[src/rtl/fifo_sync_pkg.sv]
// Shared defaults and the data word type for the synchronous FIFO.
package fifo_sync_pkg;

    localparam int DEFAULT_DATA_WIDTH = 32;
    localparam int DEFAULT_DEPTH      = 16;

    typedef logic [DEFAULT_DATA_WIDTH-1:0] data_t;

endpackage

[src/rtl/fifo_ram.sv]
// Simple dual-port storage array: synchronous write, registered read.
// The read register doubles as the FIFO output register, so it carries
// the dout reset value.
module fifo_ram #(
    parameter int                    DATA_WIDTH = 32,
    parameter int                    DEPTH      = 16,
    parameter int                    ADDR_WIDTH = $clog2(DEPTH),
    parameter logic [DATA_WIDTH-1:0] RST_VALUE  = '0
) (
    input  logic                  fifo_clk,
    input  logic                  fifo_rst,
    input  logic                  wr_en,
    input  logic [ADDR_WIDTH-1:0] wr_addr,
    input  logic [DATA_WIDTH-1:0] wr_data,
    input  logic                  rd_en,
    input  logic [ADDR_WIDTH-1:0] rd_addr,
    output logic [DATA_WIDTH-1:0] rd_data
);

    logic [DATA_WIDTH-1:0] mem_q [DEPTH];
    logic [DATA_WIDTH-1:0] rd_data_q;

    // Write port: store the word on an accepted write.
    always_ff @(posedge fifo_clk) begin
        if (wr_en) begin
            mem_q[wr_addr] <= wr_data;
        end
    end

    // Read port: capture the addressed word on an accepted read, hold otherwise.
    always_ff @(posedge fifo_clk or negedge fifo_rst) begin
        if (!fifo_rst) begin
            rd_data_q <= RST_VALUE;
        end else if (rd_en) begin
            rd_data_q <= mem_q[rd_addr];
        end
    end

    assign rd_data = rd_data_q;

endmodule

[src/rtl/fifo_sync.sv]
// Single-clock FIFO, standard (non fall-through) read mode. Pointers carry
// an extra wrap bit so occupancy DEPTH and 0 are told apart without a
// spare entry. Flags and counts are registered from next-state occupancy.
module fifo_sync
    import fifo_sync_pkg::*;
#(
    parameter int                    DATA_WIDTH       = DEFAULT_DATA_WIDTH,
    parameter int                    DEPTH            = DEFAULT_DEPTH,
    parameter int                    COUNT_WIDTH      = $clog2(DEPTH) + 1,
    parameter logic [DATA_WIDTH-1:0] DOUT_RESET_VALUE = '0
) (
    input  logic                   fifo_clk,
    input  logic                   fifo_rst,
    input  logic [DATA_WIDTH-1:0]  din,
    input  logic                   wr_en,
    input  logic                   rd_en,
    output logic [DATA_WIDTH-1:0]  dout,
    output logic                   full,
    output logic                   empty,
    output logic                   almost_full,
    output logic                   almost_empty,
    output logic [COUNT_WIDTH-1:0] wr_data_count,
    output logic [COUNT_WIDTH-1:0] rd_data_count,
    output logic                   wr_ack,
    output logic                   overflow,
    output logic                   data_valid,
    output logic                   underflow,
    output logic                   wr_rst_busy,
    output logic                   rd_rst_busy
);

    localparam int             AW          = $clog2(DEPTH);
    localparam logic [AW:0]    OCC_FULL    = (AW+1)'(DEPTH);
    localparam logic [AW:0]    OCC_AFULL   = (AW+1)'(DEPTH - 1);
    localparam logic [AW:0]    OCC_AEMPTY  = (AW+1)'(1);
    localparam logic [1:0]     BUSY_CYCLES = 2'd3;

    logic [AW:0] wr_ptr_q, wr_ptr_d;
    logic [AW:0] rd_ptr_q, rd_ptr_d;
    logic [AW:0] occ_q, occ_d;
    logic [1:0]  busy_cnt_q, busy_cnt_d;
    logic        busy;
    logic        wr_accept, rd_accept;
    logic        full_q, empty_q, afull_q, aempty_q;
    logic        wr_ack_q, overflow_q, data_valid_q, underflow_q;

    assign busy      = (busy_cnt_q != 2'd0);
    assign wr_accept = wr_en && !full_q  && !busy;
    assign rd_accept = rd_en && !empty_q && !busy;

    // Next pointers, occupancy and the post-reset busy down-counter.
    always_comb begin
        wr_ptr_d   = wr_ptr_q;
        rd_ptr_d   = rd_ptr_q;
        busy_cnt_d = busy_cnt_q;
        if (wr_accept) begin
            wr_ptr_d = wr_ptr_q + (AW+1)'(1);
        end
        if (rd_accept) begin
            rd_ptr_d = rd_ptr_q + (AW+1)'(1);
        end
        occ_d = wr_ptr_d - rd_ptr_d;
        if (busy) begin
            busy_cnt_d = busy_cnt_q - 2'd1;
        end
    end

    // Control state, flags and per-request status pulses.
    always_ff @(posedge fifo_clk or negedge fifo_rst) begin
        if (!fifo_rst) begin
            wr_ptr_q     <= '0;
            rd_ptr_q     <= '0;
            occ_q        <= '0;
            busy_cnt_q   <= BUSY_CYCLES;
            full_q       <= 1'b0;
            empty_q      <= 1'b1;
            afull_q      <= 1'b0;
            aempty_q     <= 1'b0;
            wr_ack_q     <= 1'b0;
            overflow_q   <= 1'b0;
            data_valid_q <= 1'b0;
            underflow_q  <= 1'b0;
        end else begin
            wr_ptr_q     <= wr_ptr_d;
            rd_ptr_q     <= rd_ptr_d;
            occ_q        <= occ_d;
            busy_cnt_q   <= busy_cnt_d;
            full_q       <= (occ_d == OCC_FULL);
            empty_q      <= (occ_d == '0);
            afull_q      <= (occ_d == OCC_AFULL);
            aempty_q     <= (occ_d == OCC_AEMPTY);
            wr_ack_q     <= wr_accept;
            // Requests arriving during reset recovery are ignored, not rejected.
            overflow_q   <= wr_en && !wr_accept && !busy;
            data_valid_q <= rd_accept;
            underflow_q  <= rd_en && !rd_accept && !busy;
        end
    end

    fifo_ram #(
        .DATA_WIDTH (DATA_WIDTH),
        .DEPTH      (DEPTH),
        .ADDR_WIDTH (AW),
        .RST_VALUE  (DOUT_RESET_VALUE)
    ) u_ram (
        .fifo_clk (fifo_clk),
        .fifo_rst (fifo_rst),
        .wr_en    (wr_accept),
        .wr_addr  (wr_ptr_q[AW-1:0]),
        .wr_data  (din),
        .rd_en    (rd_accept),
        .rd_addr  (rd_ptr_q[AW-1:0]),
        .rd_data  (dout)
    );

    assign full          = full_q;
    assign empty         = empty_q;
    assign almost_full   = afull_q;
    assign almost_empty  = aempty_q;
    assign wr_data_count = COUNT_WIDTH'(occ_q);
    assign rd_data_count = COUNT_WIDTH'(occ_q);
    assign wr_ack        = wr_ack_q;
    assign overflow      = overflow_q;
    assign data_valid    = data_valid_q;
    assign underflow     = underflow_q;
    assign wr_rst_busy   = busy;
    assign rd_rst_busy   = busy;

endmodule

[config.mk]
export PLATFORM = sky130hd
export DESIGN_NAME = fifo_sync
export DESIGN_NICKNAME = d
export VERILOG_FILES = /design/src/rtl/fifo_sync_pkg.sv /design/src/rtl/fifo_ram.sv /design/src/rtl/fifo_sync.sv
export SDC_FILE = /design/constraint.sdc
export NUM_CORES = 1
export LEC_CHECK = 0
export CAP_MARGIN = 20
export CORE_UTILIZATION = 61
export CTS_CLUSTER_DIAMETER = 50
export CTS_CLUSTER_SIZE = 8
export DETAILED_ROUTE_END_ITERATION = 10
export PLACE_DENSITY = 0.86
export SLEW_MARGIN = 20
export SYNTH_ARGS = -nofsm -noshare
export SYNTH_HDL_FRONTEND = slang
export SYNTH_SLANG_ARGS = --single-unit
[constraint.sdc]
create_clock -name fifo_clk -period 4.65 [get_ports fifo_clk]
set_input_delay 0.6975 -clock fifo_clk [delete_from_list [all_inputs] [get_ports fifo_clk]]
set_output_delay 0.6975 -clock fifo_clk [all_outputs]
set_load 0.01 [all_outputs]
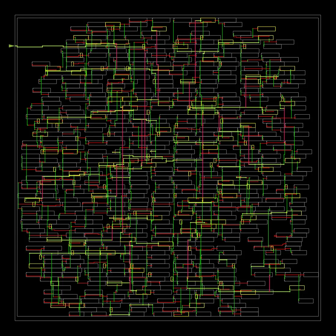
Figure 1: clock wiring as the flow saved it.
Final Skew: 0.01926 ns
layout sequential cell count: 569
Clk power: 5.54 mW

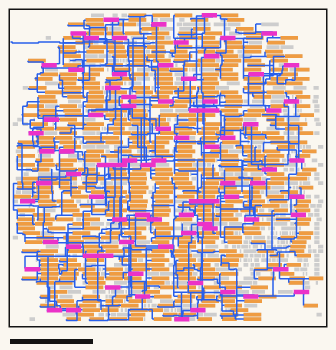
Figure 2: routed clock nets over the placement.
The bar under the picture is 50 um long.
Key: flip-flops = orange [count 569]; cells driving clock nets = magenta [count 81]; clock wires = blue [length 7,040 um]
There are 82 routed clock nets. Position of the flops: widely spread.
clock share of power: 0.333
Latency at later pin: 0.57 ns

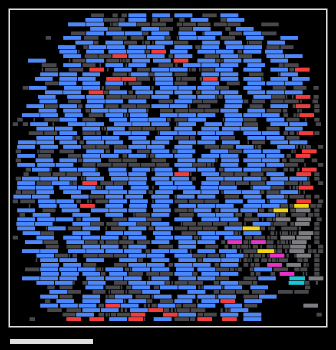
Figure 3: register map, names as in the netlist.
The bar under the picture is 50 um long. Other sequential cells in the stronger grey, the rest of the logic in the fainter grey.
Key: `rd_ptr_q` = yellow [sequential cells 4]; `busy_cnt_q` = cyan [sequential cells 2]; `u_ram.mem_q` = blue [sequential cells 512, where widely spread]; `u_ram.rd_data` = red [sequential cells 32, where widely spread]; `wr_ptr_q` = magenta [sequential cells 5, where south-east]
Another 14 sequential cells are not coloured.

==> flow_metrics.py <==
# Metrics from the implementation run
metrics = {
    "floorplan": {
        "core_rows": 68,
        "core_area_sq_um": 34540,
        "die_y_um": 189.5,
    },
    "finish": {
        "finish.cell_count_without_fillers": 1615,
        "area_delta_synth_final_pct": 17.54,
        "post_route_cells_drive_above_1_share": 0.2233,
        "layout.cells.most_common": "edfxtp_1",
        "antenna_cells": 0,
        "max_flop_register": "u_ram.mem_q",
    },
    "pwr": {
        "powerDensity_nw_per_um2": 661.4,
    },
    "sta": {
        "tightest_slew_ns": 1.191,
        "hold_viol": 0,
    },
    "setup_path": {
        "worst_setup_path_start_kind": "register",
        "critical_path_peak_fanout": 23,
    },
    "clock_network": {
        "cts_num_sinks": 569,
        "post_cts.resized_instances": 0,
    },
    "synth": {
        "netlist-cell-type-count": 38,
        "enable_flop_cells": 512,
        "postSynthRegisterBits": 569,
        "post_synth_instance_area_sq_um": 21450,
        "ys_seq_share": 0.7836,
        "ys_sh_mux": 0.1358,
        "adder_share": 0.006709,
    },
    "outcome": {
        "run_status": "finished clean",
    },
    "global_routing": {
        "grt_start_max_net_pins": 111,
        "grtUsageMet3": 0.06191,
        "grt_use_met1": 0.3836,
    },
    "worst_hold_path": {
        "holdCritPathClass": "input pin to async pin",
    },
    "placement": {
        "total_placed_cells_including_tap_cells": 1465,
    },
    "job": {
        "number_of_warnings_in_the_stage_logs": 31,
    },
}
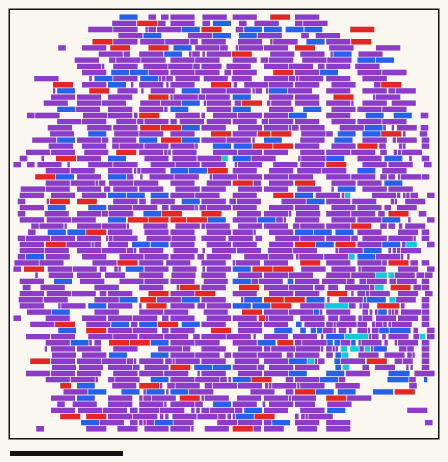
Figure 4: cells by drive strength.
The bar under the picture is 50 um long.
Key: drive 6 and up = red [cells 92, share 7.9%]; drive 3 to 4 = cyan [cells 17, share 1.5%]; drive 2 = blue [cells 150, share 13%]; drive 1 or less = purple [cells 901, share 78%]

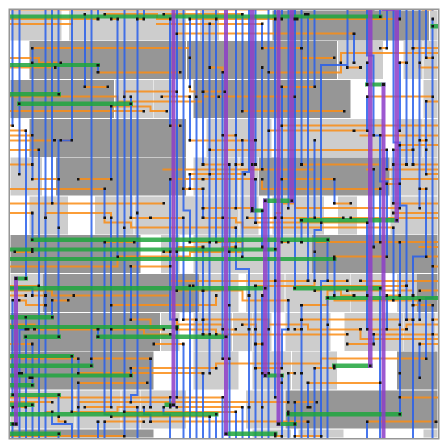
Figure 5: layout detail.
Window x 127 to 157, y 32 to 62 um. Cells in grey, sequential cells in the stronger grey; small squares are vias.
Key: met3 = green; met1 = orange; met2 = blue; met4 = purple
Most frequent: edfxtp_1 (10), and2_2 (9), ha_1 (5). 58 logic cells have their middle in the window. Netlist names of flops here include `u_ram.mem_q` (10), `rd_ptr_q` (2), `wr_ptr_q` (2). Sequential cells in the window: 14.

-- critical path, stage by stage (launching register included) --
cell      delay (ns)
dfstp_2         0.53
inv_1           0.04
ha_1            0.25
nand3b_1        0.10
buf_4           0.29
inv_2           0.12
mux2i_1         0.24
inv_1           0.12
fa_1            0.46
inv_1           0.08
a21oi_1         0.07
maj3_2          0.33
xor3_2          0.29
nor3_1          0.22
-- power by group --
part | internal (mW) | switching, mW | total [mW]
combinational | 2.09 | 2.35 | 4.44
sequential | 6.26 | 0.428 | 6.69
clock | 3.43 | 2.11 | 5.54
total | 11.8 | 4.89 | 16.7
-- area by class of cell --
cell class                 count  area, sq um
clock buffer                 146         2345
tap                          455        569.3
timing repair buffer          98         1006
fill                        1870         9335
sequential                   569        16810
multi-input combinational    327         4357
clock inverter                 3        55.05
inverter                      17        63.81
No activity file was given, so power comes from the tool's default toggle rates.
